**Run 1: supply network**

Bar = 20 um. Pins as bars on the die edge.
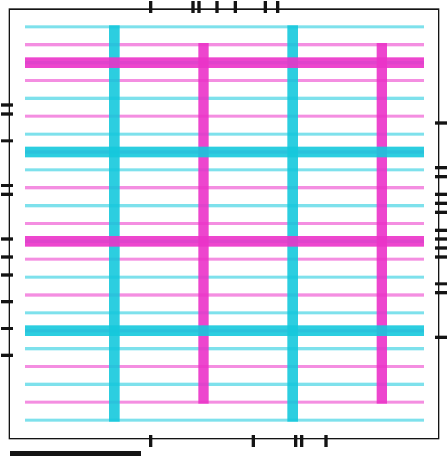
**Run 1: placed cells, one color a class**

Bar = 20 um.
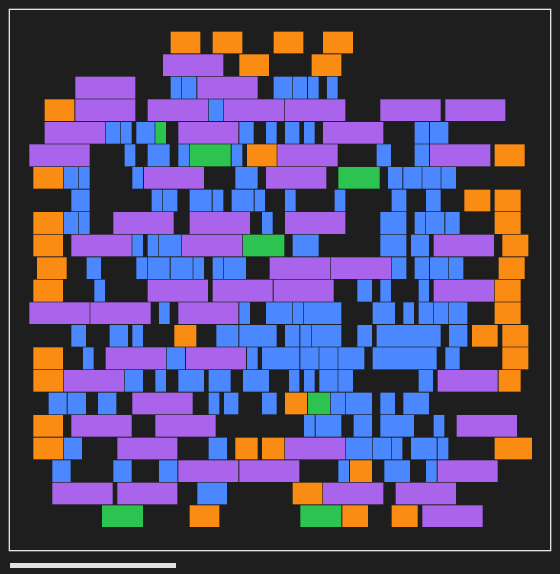
**Run 1: clock distribution**

Bar = 20 um.
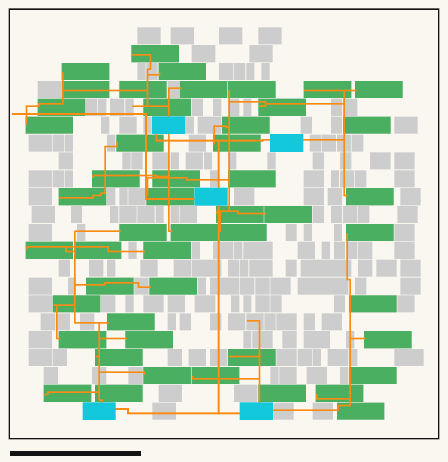
**Run 1: metal layers overlaid**

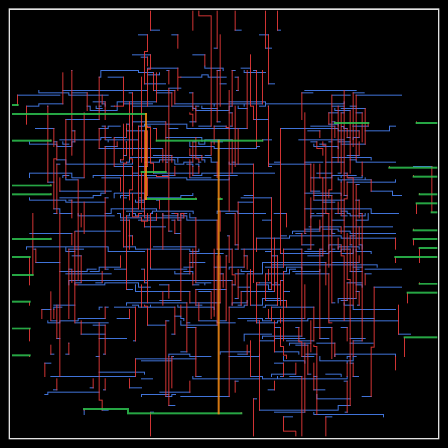
### src/rtl/lcd_spi_rx.sv
// lcd_spi_rx: SPI-style LCD bus receiver with input synchronizers and byte handshake.
// Define LCD_RX_FIFO_EN for a 4-entry output FIFO; default is a single holding register.
module lcd_spi_rx #(
    parameter int SYNC_STAGES = 2
) (
    input  logic        sysclk,
    input  logic        reset,
    input  logic        lcd_reset,
    input  logic        sck,
    input  logic        sda,
    input  logic        rs,
    input  logic        cs,
    output logic [7:0]  rx_data,
    output logic        rx_rs,
    output logic        rx_valid,
    input  logic        rx_ready,
    output logic        frame_err,
    output logic        overrun,
    output logic [15:0] rx_count
);

    typedef enum logic {IDLE, SHIFT} state_t;

    logic [SYNC_STAGES-1:0] r_sck_s;
    logic [SYNC_STAGES-1:0] r_sda_s;
    logic [SYNC_STAGES-1:0] r_rs_s;
    logic [SYNC_STAGES-1:0] r_cs_s;
    logic [SYNC_STAGES-1:0] r_lrst_s;

    logic        r_sck_prev;
    state_t      r_state;
    logic [2:0]  r_bitcnt;
    // Only seven bits of history are kept; the eighth is the live sda bit.
    logic [6:0]  r_shreg;
    logic        r_frame_err;
    logic [15:0] r_rx_count;

    logic        w_sck;
    logic        w_sda;
    logic        w_rs;
    logic        w_cs;
    logic        w_lrst_n;
    logic        w_rise;
    logic        w_shift_en;
    logic        w_done;
    logic        w_abort;
    logic [2:0]  w_cnt_nxt;
    logic [7:0]  w_byte;

    always_ff @(posedge sysclk) begin
        if (reset) begin
            r_sck_s  <= '0;
            r_sda_s  <= '0;
            r_rs_s   <= '0;
            r_cs_s   <= '1;
            r_lrst_s <= '1;
        end else begin
            r_sck_s  <= {r_sck_s[SYNC_STAGES-2:0], sck};
            r_sda_s  <= {r_sda_s[SYNC_STAGES-2:0], sda};
            r_rs_s   <= {r_rs_s[SYNC_STAGES-2:0], rs};
            r_cs_s   <= {r_cs_s[SYNC_STAGES-2:0], cs};
            r_lrst_s <= {r_lrst_s[SYNC_STAGES-2:0], lcd_reset};
        end
    end

    assign w_sck    = r_sck_s[SYNC_STAGES-1];
    assign w_sda    = r_sda_s[SYNC_STAGES-1];
    assign w_rs     = r_rs_s[SYNC_STAGES-1];
    assign w_cs     = r_cs_s[SYNC_STAGES-1];
    assign w_lrst_n = r_lrst_s[SYNC_STAGES-1];

    assign w_rise     = w_sck & ~r_sck_prev;
    assign w_shift_en = (r_state == SHIFT) & w_lrst_n & w_rise;
    assign w_byte     = {r_shreg, w_sda};
    assign w_done     = w_shift_en & (r_bitcnt == 3'd7);
    assign w_cnt_nxt  = w_shift_en ? r_bitcnt + 3'd1 : r_bitcnt;
    // The edge is applied before judging a cs release, so a byte closing on it is not an abort.
    assign w_abort    = (r_state == SHIFT) & w_lrst_n & w_cs
                      & (w_cnt_nxt != 3'd0);

    always_ff @(posedge sysclk) begin
        if (reset) begin
            r_sck_prev  <= 1'b0;
            r_state     <= IDLE;
            r_bitcnt    <= '0;
            r_shreg     <= '0;
            r_frame_err <= 1'b0;
        end else begin
            r_sck_prev  <= w_sck;
            r_frame_err <= w_abort;
            if (!w_lrst_n) begin
                r_state  <= IDLE;
                r_bitcnt <= '0;
                r_shreg  <= '0;
            end else begin
                unique case (r_state)
                    IDLE: begin
                        if (!w_cs)
                            r_state <= SHIFT;
                    end
                    SHIFT: begin
                        if (w_shift_en) begin
                            r_shreg  <= w_byte[6:0];
                            r_bitcnt <= w_cnt_nxt;
                        end
                        if (w_cs) begin
                            r_state  <= IDLE;
                            r_bitcnt <= '0;
                            r_shreg  <= '0;
                        end
                    end
                endcase
            end
        end
    end

    always_ff @(posedge sysclk) begin
        if (reset)
            r_rx_count <= '0;
        else if (w_done)
            r_rx_count <= r_rx_count + 16'd1;
    end

    assign frame_err = r_frame_err;
    assign rx_count  = r_rx_count;

`ifdef LCD_RX_FIFO_EN
    logic [8:0] r_mem [4];
    logic [1:0] r_rd;
    logic [1:0] r_wr;
    logic [2:0] r_cnt;
    logic       r_overrun;
    logic       w_pop;
    logic       w_full;
    logic       w_push;

    assign w_pop  = (r_cnt != 3'd0) & rx_ready;
    assign w_full = (r_cnt == 3'd4);
    assign w_push = w_done & (~w_full | w_pop);

    always_ff @(posedge sysclk) begin
        if (reset) begin
            for (int i = 0; i < 4; i++)
                r_mem[i] <= '0;
            r_rd      <= '0;
            r_wr      <= '0;
            r_cnt     <= '0;
            r_overrun <= 1'b0;
        end else begin
            r_overrun <= w_done & w_full & ~w_pop;
            if (w_push) begin
                r_mem[r_wr] <= {w_rs, w_byte};
                r_wr        <= r_wr + 2'd1;
            end
            if (w_pop)
                r_rd <= r_rd + 2'd1;
            r_cnt <= r_cnt + {2'b00, w_push} - {2'b00, w_pop};
        end
    end

    assign rx_valid         = (r_cnt != 3'd0);
    assign {rx_rs, rx_data} = r_mem[r_rd];
    assign overrun          = r_overrun;
`else
    logic [7:0] r_data;
    logic       r_rs;
    logic       r_valid;
    logic       r_overrun;

    always_ff @(posedge sysclk) begin
        if (reset) begin
            r_data    <= '0;
            r_rs      <= 1'b0;
            r_valid   <= 1'b0;
            r_overrun <= 1'b0;
        end else begin
            r_overrun <= w_done & r_valid & ~rx_ready;
            if (w_done) begin
                r_data  <= w_byte;
                r_rs    <= w_rs;
                r_valid <= 1'b1;
            end else if (rx_ready) begin
                r_valid <= 1'b0;
            end
        end
    end

    assign rx_valid = r_valid;
    assign rx_data  = r_data;
    assign rx_rs    = r_rs;
    assign overrun  = r_overrun;
`endif

endmodule

### config.mk
export PLATFORM = sky130hd
export DESIGN_NAME = lcd_spi_rx
export DESIGN_NICKNAME = d
export VERILOG_FILES = /design/src/rtl/lcd_spi_rx.sv
export SDC_FILE = /design/constraint.sdc
export NUM_CORES = 1
export LEC_CHECK = 0
export CORE_MARGIN = 2
export CORE_UTILIZATION = 50
export DETAILED_ROUTE_END_ITERATION = 16
export HOLD_SLACK_MARGIN = 0.08
export PLACE_DENSITY = 0.83
export SETUP_SLACK_MARGIN = 0.1
export SYNTH_ARGS = -nofsm -noshare
export SYNTH_HDL_FRONTEND = slang
export SYNTH_SLANG_ARGS = --single-unit
### constraint.sdc
create_clock -name sysclk -period 2.2 [get_ports sysclk]
set_clock_uncertainty 0.15 [all_clocks]
set_input_delay 0.44 -clock sysclk [delete_from_list [all_inputs] [get_ports sysclk]]
set_output_delay 0.44 -clock sysclk [all_outputs]
set_load 0.05 [all_outputs]
==> results_slide.txt, run 1 <==
Synthesis and Place & Route Summary

Timing
  – Final tally of setup violations: 0
  – Slew Viols, Final: 0
  – Crit path time final: 2.04 ns
  – RSZ-0062 raised after global routing: false
  – Rel. slew slack: 0.668
  – Setup TNS: 0 ns
  – Worst slew pin tran: 0.497 ns
  – Final Hold Fails: 0
  – Fmax: 0.490 GHz
  – Fin crit share: 0.928

Worst hold path
  – Hold path startpoint: r_cs_s[0]$_SDFF_PP1_
  – Hold EP: r_cs_s[1]$_SDFF_PP1_
  – HP Class: reg2reg
  – Hold path depth: 1

Detailed routing
  – Initial DRC count: 79
  – Routed len/inst: 11.8 um
  – Antenna viol nets, final: 0
  – Drt total wl: 3330 um
  – Via count: 1,477
  – DRC violations left: 0
  – TritonRoute pass-1 iters: 4
  – Via density: 5.24

Cells and area
  – Dominant logic cell type in the layout: dfxtp_1
  – Layout cells sized above 1: 0.0897
  – Final core occ: 0.638
  – Area grow syn2layout: 24.2%
  – ANT cells: 0
  – Top cells excl fill/tap: 50 x dfxtp_1, 25 x nand2_1, 20 x clkdlybuf4s50_1
  – Layout Nets: 245

Worst setup path
  – Slowest Stage Delay on Critical Path: 0.80 ns
  – Crit path cell chain: clkdlybuf4s50_1
  – Critical R2R Capture: rx_count[15]$_SDFFE_PP0P_
  – R2R Path Start: r_bitcnt[0]$_SDFFE_PP0P_
  – Cells on worst reg2reg path: 6
  – Largest delay share family, worst path: buffers and inverters
  – Crit path DRT: 1.61 ns
  – Worst setup EP type: output port
  – CP max stage cell: clkdlybuf4s50_1
  – Crit path kind: reg2out
  – Crit path buffers/inverters: 1
  – WP data arrival: 1.45 ns
  – Crit start category: register
  – R2r setup slk: 0.21 ns
  – Critical path fanouts, max: 3

Placement
  – Post-DP HPWL: 2380 um
  – RePlAce Congestion: 0.828
  – Port bufs: 35

Die
  – Core area: 3630 um2
  – I/O pin total: 36
  – Chip area: 4240 um2
  – Init Core Util: 0.514
  – Die width: 65.1 um
  – Chip Height: 65.1 um
  – Row Count: 22

Synthesis
  – Top cells by count, synth: 50 x dfxtp_1, 25 x nand2_1, 19 x nor2_1
  – Synth area leader: dfxtp_1
  – Dominant cell area share: 0.536
  – Dominant cell by count in the synthesized netlist: dfxtp_1
  – Share of flip-flops with an asynchronous set or reset: 0
  – Yosys Instances: 198
  – YS warnings: 0
  – Biggest area cells: dfxtp_1 54%, nand2_1 5.0%, a21oi_1 4.8%
  – Synthesized area per cell: 9.43 um2
  – Ys flops: 50
  – Syn Nets: 209
  – Synth unique cells: 32
  – Chip Area, Yosys: 1870 um2
  – Mapped cell area: 1870 um2
  – Flip-flops with a built-in enable: 0
  – Mapped Cells: 198
  – Top_reg_cell synth: dfxtp_1
  – Sequential-to-total area share from yosys stat: 0.536

Clocking
  – H-tree depth: 2
  – CTS tree: built
  – Max Buffers Root-to-Sink: 2
  – Root buf cell: clkbuf_8
  – CTS Buf Count: 5
  – Clk sinks: 50
  – Setup Buffers After CTS: 0
  – Clock-pin slew on the worst setup and hold paths: 0.08 ns

GRT
  – GR Util met3: 0.0514
  – Met2 usage: 0.311
  – GR Overflow Total: 0
  – Met1 Resource Use GR: 0.214
  – Global-route wire length before repair: 5920 um
  – Vias in the first global route: 1,383
  – Grt peak-use layer: met2
  – Largest net degree at the start of global routing: 23
  – Antenna violations before repair: 0
  – Gr usage total: 0.180

Power
  – P_int: 1150 uW
  – Power Density: 627 nW/um2
  – Combinational share of power: 0.027
  – Sw Ratio: 0.208
  – P_leak: 0.000907 uW
  – Sequential share of power: 0.631
  – NetSw: 302 uW
  – Highest ir drop seen on vdd: 0.638 mV

Job
  – Log Warnings: 26
  – Max-Cap Viols: 0

Status
  – Status: completed
Notes on 'supply network' above:
Key: cyan = VSS; magenta = VDD
23 met1 rails follow the rows. 4 straps on met5.

Notes on 'placed cells, one color a class' above:
Key: blue = all other logic [cells 138, share of their area 36%]; purple = flip-flops [cells 50, share of their area 44%]; green = clock drivers and dummy loads [cells 7, share of their area 3.5%]; orange = other buffers and delay cells [cells 39, share of their area 16%]

Notes on 'clock distribution' above:
Key: cyan = cells driving clock nets [count 5]; green = flip-flops [count 50]; orange = clock wires [length 512 um]
There are 6 routed clock nets. Position of the flops: widely spread.
Worst-Skew Late Latency: 0.30 ns
power in the clock group: 498 uW
clock share of power: 0.342

Notes on 'metal layers overlaid' above:
Key: green = met3 [wire length 161 um]; red = met2 [wire length 1,580 um]; orange = met4 [wire length 54.4 um]; blue = met1 [wire length 1,530 um]

[run 1: layout make-up]
class	instances	area, um2
Clock inverter	1	7.51
Clock buffer	6	72.6
Sequential cell	50	1000
Multi-Input combinational cell	137	812
Tap cell	48	60.1
Timing Repair Buffer	39	363
Fill cell	340	1310
Inverter	1	3.75
[run 1: flip-flops by register name, indices dropped and copies added, names as in the netlist]
register and cells:
r_shreg 7, r_cs_s 2, rx_rs 1, r_rs_s 2, rx_count 16, r_sck_prev 1
rx_data 8, r_state 1, r_sda_s 2, r_bitcnt 3, overrun 1, r_sck_s 2
frame_err 1, r_lrst_s 2, rx_valid 1
[run 1: power groups by stage]
stage               Sequential [uW]  Clock, uW  Combinational [uW]
floorplan                       937          0                22.0
global placement                938          0                39.3
detailed placement              938          0                39.9
CTS                             917        515                40.1
global route                    919        544                44.5
finish                          917        498                39.3
[run 1: metal layers]
metal | up-vias | routed length (um)
met2 | 33 | 1580
met1 | 690 | 1530
met5 | - | 0
met4 | 0 | 54
met3 | 5 | 161
li1 | 749 | -
[run 1: kinds of logic (layout without fill, tap and decap cells)]
logic type	count (synthesis)	in the layout	share of synthesized area
fa+ha+maj	3	3	0.0201
simple gates	89	89	0.260
buf+inv	11	47	0.0295
compound gates	36	36	0.113
xor+xnor	9	9	0.0422
flops	50	50	0.536
[run 1: what timing repair did]
| action | CTS | global route |
|---|---|---|
| gates resized | 12 | 1 |
| setup endpoints to repair | 12 | 1 |
| hold buffers | 0 | 0 |
[run 1: worst max-delay path by stage]
stage / from / end / slack (ns) / depth (start not counted)
floorplan: rx_count[0]$_SDFFE_PP0P_ / rx_count[14]$_SDFFE_PP0P_ / 0.19 / 5
global placement: r_bitcnt[0]$_SDFFE_PP0P_ / rx_count[15]$_SDFFE_PP0P_ / 0.31 / 6
detailed placement: r_bitcnt[0]$_SDFFE_PP0P_ / rx_count[15]$_SDFFE_PP0P_ / 0.25 / 6
CTS: rx_count[6]$_SDFFE_PP0P_ / rx_count[6] / 0.11 / 1
global route: r_bitcnt[0]$_SDFFE_PP0P_ / rx_count[12]$_SDFFE_PP0P_ / 0.10 / 6
finish: rx_count[15]$_SDFFE_PP0P_ / rx_count[15] / 0.16 / 1
[run 1: stage by stage]
step	total power (uW)	cell area (um2)	hold slack [ns]	std cells	setup WS [ns]
after detailed placement	978	2250	0.249	275	0.247
after global placement	977	2250	0.241	275	0.309
final	1450	2320	0.266	282	0.159
after global routing	1510	2320	0.303	282	0.104
after CTS	1470	2320	0.269	282	0.114
after floorplan	959	1870	0.239	198	0.193
**Run 1: congestion heat map**

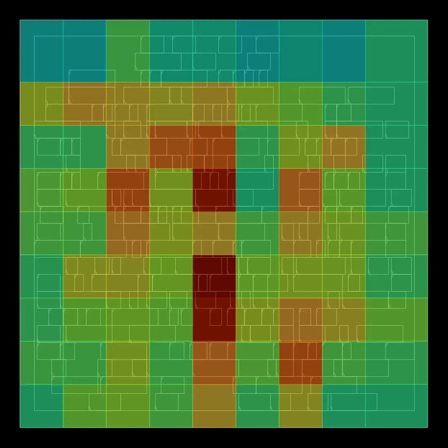

==> run 2, diff against run 1 <==
--- a/config.mk
+++ b/config.mk
@@ -10,6 +10,7 @@
 export DETAILED_ROUTE_END_ITERATION = 16
 export HOLD_SLACK_MARGIN = 0.08
 export PLACE_DENSITY = 0.83
+export RECOVER_POWER = 100
 export SETUP_SLACK_MARGIN = 0.1
 export SYNTH_ARGS = -nofsm -noshare
 export SYNTH_HDL_FRONTEND = slang
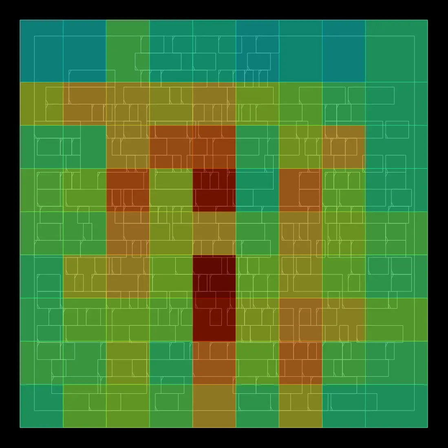
**Above:** run 2 (congestion heat map).
GR Util met3: 0.0514
gr usage total: 0.180
routed len/inst: 11.8 um

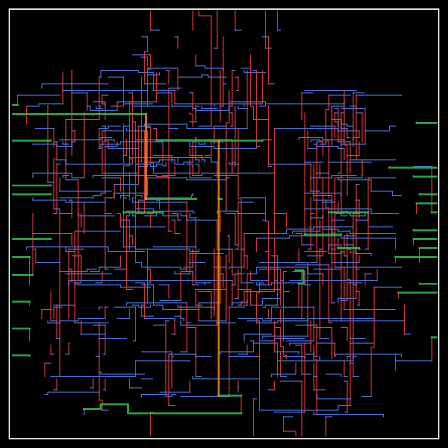
**Above:** run 2 (metal layers overlaid).
Key: blue = met1 [wire length 1,520 um]; orange = met4 [wire length 51.7 um]; green = met3 [wire length 179 um]; red = met2 [wire length 1,570 um]

==> run 2 against run 1 <==
Against the previous run:
- die size stayed put
- clock power is essentially flat
- cell area is 1.9% lower
- register-to-register slack got worse by 0.03 ns
- worst hold slack about the same
- critical path type unchanged
==> results_slide.txt, run 2 <==
Synthesis and Place & Route Summary

Worst hold path
  – HP Class: reg2reg

Die
  – Core area: 3630 um2 (unchanged)
  – I/O pin total: 36 (unchanged)
  – Die width: 65.1 um (unchanged)
  – Init Core Util: 0.514 (unchanged)
  – Row Count: 22 (unchanged)
  – Chip Height: 65.1 um (unchanged)
  – Chip area: 4240 um2 (unchanged)

Synthesis
  – Biggest area cells: dfxtp_1 54%, nand2_1 5.0%, a21oi_1 4.8%
  – Synth area leader: dfxtp_1
  – Yosys Instances: 198 (unchanged)
  – Flip-flops with a built-in enable: 0 (unchanged)
  – Chip Area, Yosys: 1870 um2 (unchanged)
  – Ys flops: 50 (unchanged)
  – Share of flip-flops with an asynchronous set or reset: 0 (unchanged)
  – Sequential-to-total area share from yosys stat: 0.536 (unchanged)
  – Synthesized area per cell: 9.43 um2 (unchanged)
  – Mapped Cells: 198 (unchanged)
  – Dominant cell by count in the synthesized netlist: dfxtp_1
  – Dominant cell area share: 0.536 (unchanged)
  – Top cells by count, synth: 50 x dfxtp_1, 25 x nand2_1, 19 x nor2_1
  – YS warnings: 0 (unchanged)
  – Syn Nets: 209 (unchanged)
  – Top_reg_cell synth: dfxtp_1
  – Synth unique cells: 32 (unchanged)
  – Mapped cell area: 1870 um2 (unchanged)

Cells and area
  – Finished Layout Cells: 282 (unchanged)
  – Area grow syn2layout: 21.8%
  – Max reg flops: 16 (unchanged)
  – Layout Nets: 245 (unchanged)
  – ANT cells: 0 (unchanged)
  – # fillers: 348 (+2.4%)
  – Dominant logic cell type in the layout: dfxtp_1
  – Top cells excl fill/tap: 50 x dfxtp_1, 25 x nand2_1, 19 x nor2_1
  – Layout cells sized above 1: 0.0641 (-0.0256)
  – Fin area: 2280 um2 (-1.9%)

Worst setup path
  – R2r setup slk: 0.18 ns (-0.03 ns)
  – Slowest Stage Delay on Critical Path: 0.87 ns (+0.07 ns)
  – WP data arrival: 1.52 ns (+0.07 ns)
  – Crit path cell chain: dlygate4sd3_1
  – Crit path kind: reg2out
  – Critical path fanouts, max: 3 (unchanged)
  – CP max stage cell: dlygate4sd3_1
  – Worst setup EP type: output port
  – Largest delay share family, worst path: buffers and inverters
  – Crit path DRT: 1.61 ns (about the same)
  – Crit start category: register
  – Crit path buffers/inverters: 1 (unchanged)

Detailed routing
  – Drt total wl: 3330 um (about the same)
  – DRC violations left: 0 (unchanged)
  – Initial DRC count: 78 (-1.3%)
  – Via count: 1,481 (+0.27%)
  – TritonRoute pass-1 iters: 4 (unchanged)
  – Antenna viol nets, final: 0 (unchanged)
  – Via density: 5.25 (+0.27%)

Job
  – Log Warnings: 26 (unchanged)
  – Max-Cap Viols: 0 (unchanged)

Timing
  – Fin crit share: 0.957 (+0.0296)
  – Setup TNS: 0 ns (unchanged)
  – Crit path time final: 2.11 ns (+0.0651 ns)
  – Rel. slew slack: 0.453 (-0.215)
  – Fmax: 0.475 GHz (-3.1%)
  – Worst slew pin tran: 0.821 ns (+0.324 ns)
  – Final Hold Fails: 0 (unchanged)
  – Slew Viols, Final: 0 (unchanged)
  – Final tally of setup violations: 0 (unchanged)
  – Final worst slack: 0.0942 ns (-0.0651 ns)
  – RSZ-0062 raised after global routing: false

Placement
  – Port bufs: 35 (unchanged)
  – RePlAce Congestion: 0.828 (unchanged)
  – Post-DP HPWL: 2380 um (unchanged)
  – Post-Place Cells: 275 (unchanged)
  – Post-DP Area: 2250 um2 (unchanged)
  – Pre-CTS setup slack: 0.247 ns (unchanged)

Clocking
  – Root buf cell: clkbuf_8
  – H-tree depth: 2 (unchanged)
  – Max Buffers Root-to-Sink: 2 (unchanged)
  – CTS Buf Count: 5 (unchanged)
  – Setup Buffers After CTS: 0 (unchanged)
  – Worst-Skew Late Latency: 0.30 ns (about the same)
  – Cts hold-fix bufs: 0 (unchanged)
  – Clock-pin slew on the worst setup and hold paths: 0.08 ns (about the same)
  – Clk sinks: 50 (unchanged)
  – CTS tree: built

GRT
  – Met2 usage: 0.311 (unchanged)
  – Vias in the first global route: 1,383 (unchanged)
  – GR Overflow Total: 0 (unchanged)
  – Grt peak-use layer: met2
  – Largest net degree at the start of global routing: 23 (unchanged)
  – Antenna violations before repair: 0 (unchanged)
  – Met1 Resource Use GR: 0.214 (unchanged)
  – Global-route wire length before repair: 5920 um (unchanged)

Power
  – Combinational share of power: 0.026 (about the same)
  – P_leak: 0.000899 uW (-0.90%)
  – NetSw: 302 uW (about the same)
  – Sw Ratio: 0.208 (+0.000263)
  – Highest ir drop seen on vdd: 0.636 mV (-0.22%)
  – Power Density: 638 nW/um2 (+1.9%)
  – Clock share of power: 0.343 (about the same)
  – Sequential share of power: 0.631 (about the same)
  – P_int: 1150 uW (-0.10%)

Status
  – Status: completed
==> run 2: cell types whose count changed in the layout (fill, tap and decap cells not counted) <==
cell             previous run  this run
and2_0                      0         1
and2_1                      1         0
buf_4                       6         2
clkbuf_1                    1         6
clkdlybuf4s50_1            20         6
dlygate4sd3_1               0        14
dlymetal6s2s_1              1         0
nand3_1                     7         8
nand3_2                     1         0
nand4_1                     3         4
nand4_4                     2         1
==> run 2: path summary, 6_finish.rpt <==
path | endpoint | from | depth (start not counted)
worst min-delay path | r_cs_s[1]$_SDFF_PP1_ | r_cs_s[0]$_SDFF_PP1_ | 1
worst max-delay path | rx_count[15] | rx_count[15]$_SDFFE_PP0P_ | 1
worst max register to register | rx_count[15]$_SDFFE_PP0P_ | r_bitcnt[0]$_SDFFE_PP0P_ | 6
worst min register to register | r_cs_s[1]$_SDFF_PP1_ | r_cs_s[0]$_SDFF_PP1_ | 1
==> run 2: layout make-up <==
class                   count  area, um2  share of cell area
well taps                  48       60.1              0.0264
clock buffers               6       72.6              0.0319
multi-input cells         137        792               0.348
repair buffers             39        339               0.149
flip-flops and latches     50       1000               0.440
inverters                   1       3.75             0.00165
clock inverters             1       7.51             0.00330
==> run 2: through the flow <==
step	utilization	hold slack [ns]	power [uW]
floorplan	-	0.239	959
global placement	0.620	0.241	977
detailed placement	0.620	0.249	978
CTS	0.638	0.269	1470
global route	0.626	0.303	1510
finish	0.626	0.266	1450
==> run 2: cell families (layout without fill, tap and decap cells) <==
group / after synthesis / in the layout / synth area share
AOI/OAI and AO/OA: 36 / 36 / 0.113
DFF: 50 / 50 / 0.536
buffers and inverters: 11 / 47 / 0.0295
adders and majority gates: 3 / 3 / 0.0201
and+or+nand+nor: 89 / 89 / 0.260
xor gates and xnor gates: 9 / 9 / 0.0422
==> run 2: power groups by stage <==
stage | registers (uW) | logic, uW | clock network [uW]
floorplan | 937 | 22.0 | 0
global placement | 938 | 39.3 | 0
detailed placement | 938 | 39.9 | 0
CTS | 917 | 40.1 | 515
global route | 919 | 43.1 | 544
finish | 917 | 38.0 | 498
==> run 2: timing repair <==
action	in CTS	in global routing
resized	12	1
pin swaps	0	0
setup endpoints to repair	12	1
cloned	0	0
==> run 2: routing by layer <==
| layer | part of all wire | vias up |
|---|---|---|
| met1 | 0.46 | 686 |
| li1 | - | 750 |
| met4 | 0.015 | 0 |
| met3 | 0.054 | 5 |
| met2 | 0.47 | 40 |
| met5 | 0 | - |
**Run 2: supply network**

Bar = 20 um. Pins as bars on the die edge.
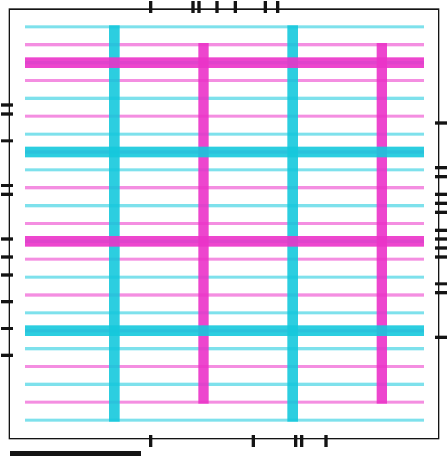

==> run 3, diff against run 2 <==
--- a/config.mk
+++ b/config.mk
@@ -5,13 +5,15 @@
 export SDC_FILE = /design/constraint.sdc
 export NUM_CORES = 1
 export LEC_CHECK = 0
+export ABC_AREA = 1
 export CORE_MARGIN = 2
-export CORE_UTILIZATION = 50
+export CORE_UTILIZATION = 51
 export DETAILED_ROUTE_END_ITERATION = 16
 export HOLD_SLACK_MARGIN = 0.08
 export PLACE_DENSITY = 0.83
 export RECOVER_POWER = 100
 export SETUP_SLACK_MARGIN = 0.1
+export SKIP_LAST_GASP = 1
 export SYNTH_ARGS = -nofsm -noshare
 export SYNTH_HDL_FRONTEND = slang
 export SYNTH_SLANG_ARGS = --single-unit
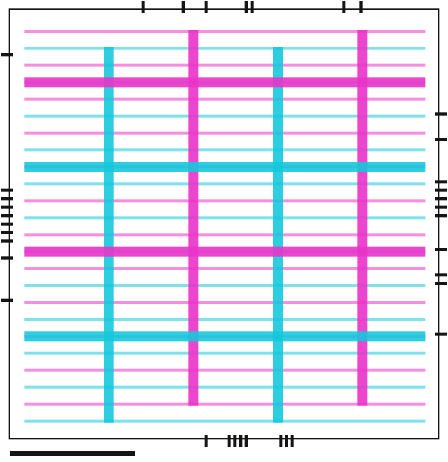
**Above:** run 3 (supply network).
Bar = 20 um. Pins as bars on the die edge.
Key: magenta = VDD; cyan = VSS
4 straps on met5. 24 met1 rails follow the rows. The core has 23 rows. 36 signal pins sit on the boundary. 4 straps on met4.
core area: 4030 um2
Chip Height: 68.7 um

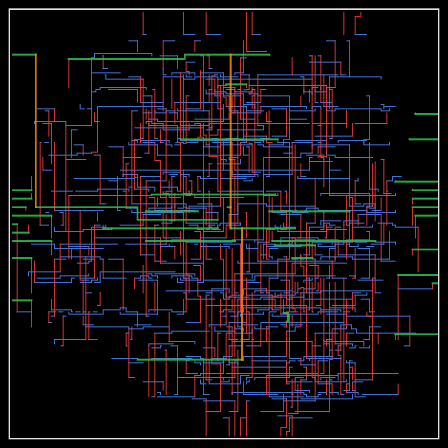
**Above:** run 3 (metal layers overlaid).
Key: green = met3 [wire length 293 um]; red = met2 [wire length 1,910 um]; orange = met4 [wire length 73.4 um]; blue = met1 [wire length 1,980 um]

==> run 3 against run 2 <==
Against the previous run:
- clock power down 1%
- register-to-register slack better by 0.08 ns
- routed wire length up 28%
- first-iteration DRC count up 110%
- cell count up 30%
- sequential cell count unchanged
- synthesized cell count up 41%
- utilization up 0.31 points
- cell area up 11%
- highest routed layer unchanged
- via count up 26%
- maximum frequency about the same
- die size up 11%
==> results_slide.txt, run 3 <==
Synthesis and Place & Route Summary

Status
  – Status: completed

Synthesis
  – Biggest area cells: dfxtp_1 47%, nand2_1 9.7%, nand3_1 6.6%
  – Dominant cell area share: 0.469 (-0.0672)
  – Synthesized area per cell: 7.63 um2 (-19%)
  – Flip-flops with a built-in enable: 0 (unchanged)
  – Top_reg_cell synth: dfxtp_1
  – Chip Area, Yosys: 2140 um2 (+14%)
  – Syn Nets: 291 (+39%)
  – Synth area leader: dfxtp_1
  – Share of flip-flops with an asynchronous set or reset: 0 (unchanged)
  – Synth unique cells: 28 (-13%)
  – Dominant cell by count in the synthesized netlist: nand2_1
  – Yosys Instances: 280 (+41%)

Die
  – Init Core Util: 0.530 (+0.0160)
  – Die width: 68.7 um (+5.5%)
  – Row Count: 23 (+4.5%)
  – Chip area: 4720 um2 (+11%)
  – I/O pin total: 36 (unchanged)

Power
  – P_leak: 0.00106 uW (+18%)
  – Tot Pwr: 1460 uW (+0.46%)
  – Power Density: 575 nW/um2 (-9.8%)
  – Highest ir drop seen on vdd: 0.504 mV (-21%)

Timing
  – Fin crit share: 0.956 (about the same)
  – Setup TNS: 0 ns (unchanged)
  – Final tally of setup violations: 0 (unchanged)
  – Final Hold Fails: 0 (unchanged)
  – RSZ-0062 raised after global routing: false
  – Final worst slack: 0.0957 ns (+0.00150 ns)

Worst setup path
  – Crit start category: register
  – Crit path DRT: 1.61 ns (about the same)
  – Crit path cell chain: dlygate4sd3_1
  – Critical path fanouts, max: 2 (-1)
  – Crit path kind: reg2out
  – CP max stage cell: dlygate4sd3_1
  – Slowest Stage Delay on Critical Path: 0.87 ns (about the same)
  – R2r setup slk: 0.26 ns (+0.08 ns)
  – Crit path buffers/inverters: 1 (unchanged)
  – WP data arrival: 1.51 ns (about the same)
  – Largest delay share family, worst path: buffers and inverters

Clocking
  – Worst-Skew Late Latency: 0.30 ns (about the same)
  – Root buf cell: clkbuf_8
  – Setup Buffers After CTS: 0 (unchanged)
  – Cts hold-fix bufs: 0 (unchanged)
  – CTS tree: built
  – Post-cts sizing count: 13 (+1)
  – Max Buffers Root-to-Sink: 2 (unchanged)
  – Clk sinks: 50 (unchanged)
  – CTS Buf Count: 5 (unchanged)
  – Clock-pin slew on the worst setup and hold paths: 0.08 ns (about the same)

Placement
  – Pre-CTS setup slack: 0.366 ns (+0.119 ns)
  – Port bufs: 35 (unchanged)
  – Post-DP HPWL: 3050 um (+28%)

Detailed routing
  – Routed len/inst: 11.6 um (-1.5%)
  – Via density: 5.11 (-2.8%)
  – TritonRoute pass-1 iters: 4 (unchanged)
  – Via count: 1,869 (+26%)
  – Drt total wl: 4250 um (+28%)
  – Initial DRC count: 166 (+110%)

Cells and area
  – Layout cells sized above 1: 0.0728 (+0.00868)
  – Top cells excl fill/tap: 55 x nand2_1, 50 x dfxtp_1, 35 x nor2_1
  – Dominant logic cell type in the layout: nand2_1
  – ANT cells: 0 (unchanged)
  – Max reg flops: 16 (unchanged)
  – Area grow syn2layout: 18.7%

GRT
  – Gr usage total: 0.203 (+0.0231)
  – Antenna violations before repair: 0 (unchanged)
  – Largest net degree at the start of global routing: 26 (+13%)
  – Global-route wire length before repair: 7070 um (+19%)
  – Vias in the first global route: 1,651 (+19%)

Worst hold path
  – HP Class: reg2reg

Job
  – Log Warnings: 26 (unchanged)
  – Max-Cap Viols: 0 (unchanged)
run 3: cell types whose count changed in the layout (fill, tap and decap cells not counted), sizes merged, moves of 3 or more:
cell / change
inv: +34
xor2: -5
a22oi: -9
nand3: +21
a21oi: +4
or3: -6
dlygate4sd3: -5
clkdlybuf4s50: +4
nand2: +34
nor3: +4
and4: -3
nor2b: -8
and3: -3
nor2: +21
run 3: final cells by class:
type	instances	area, um2	share of cell area
flip-flops and latches	50	1000	0.395
multi-input cells	185	925	0.365
repair buffers	39	338	0.133
inverters	35	134	0.0528
clock buffers	7	76.3	0.0301
well taps	50	62.6	0.0247
run 3: path summary, 6_finish.rpt:
| kind | from | to | cells past startpoint |
|---|---|---|---|
| worst max-delay path | rx_data[6]$_SDFFE_PP0P_ | rx_data[6] | 1 |
| worst min register to register | r_sda_s[0]$_SDFF_PP0_ | r_sda_s[1]$_SDFF_PP0_ | 2 |
| worst max register to register | r_bitcnt[0]$_SDFFE_PP0P_ | rx_data[3]$_SDFFE_PP0P_ | 7 |
| worst min-delay path | r_sda_s[0]$_SDFF_PP0_ | r_sda_s[1]$_SDFF_PP0_ | 2 |
run 3: routing by layer:
| metal | up-vias | share of wire | global-route usage |
|---|---|---|---|
| li1 | 964 | - | - |
| met1 | 848 | 0.46 | 0.248 |
| met2 | 50 | 0.45 | 0.329 |
| met3 | 7 | 0.069 | 0.0633 |
| met4 | 0 | 0.017 | 0.0858 |
| met5 | - | 0 | 0 |
run 3: report_power, final:
group,switching [uW],internal (uW)
sequential,4.11,914
combinational,30.4,20.6
clock,272,219
total,306,1150
run 3: cells by family after synthesis:
kind of cell	after synthesis	share of synthesized area
and+or+nand+nor	147	0.336
adders and majority gates	3	0.0176
DFF	50	0.469
AOI/OAI and AO/OA	33	0.0785
buffers and inverters	45	0.0908
xor gates and xnor gates	2	0.00820
run 3: metrics by stage:
step / std cells / hold WS, ns / utilization / cell area (um2)
2_1_floorplan: 280 / 0.238 / - / 2140
3_3_place_gp: 359 / 0.239 / 0.625 / 2520
3_5_place_dp: 359 / 0.243 / 0.625 / 2520
4_1_cts: 366 / 0.253 / 0.640 / 2580
5_1_grt: 366 / 0.277 / 0.630 / 2540
6_report: 366 / 0.252 / 0.630 / 2540
No activity file was given, so power comes from the tool's default toggle rates.
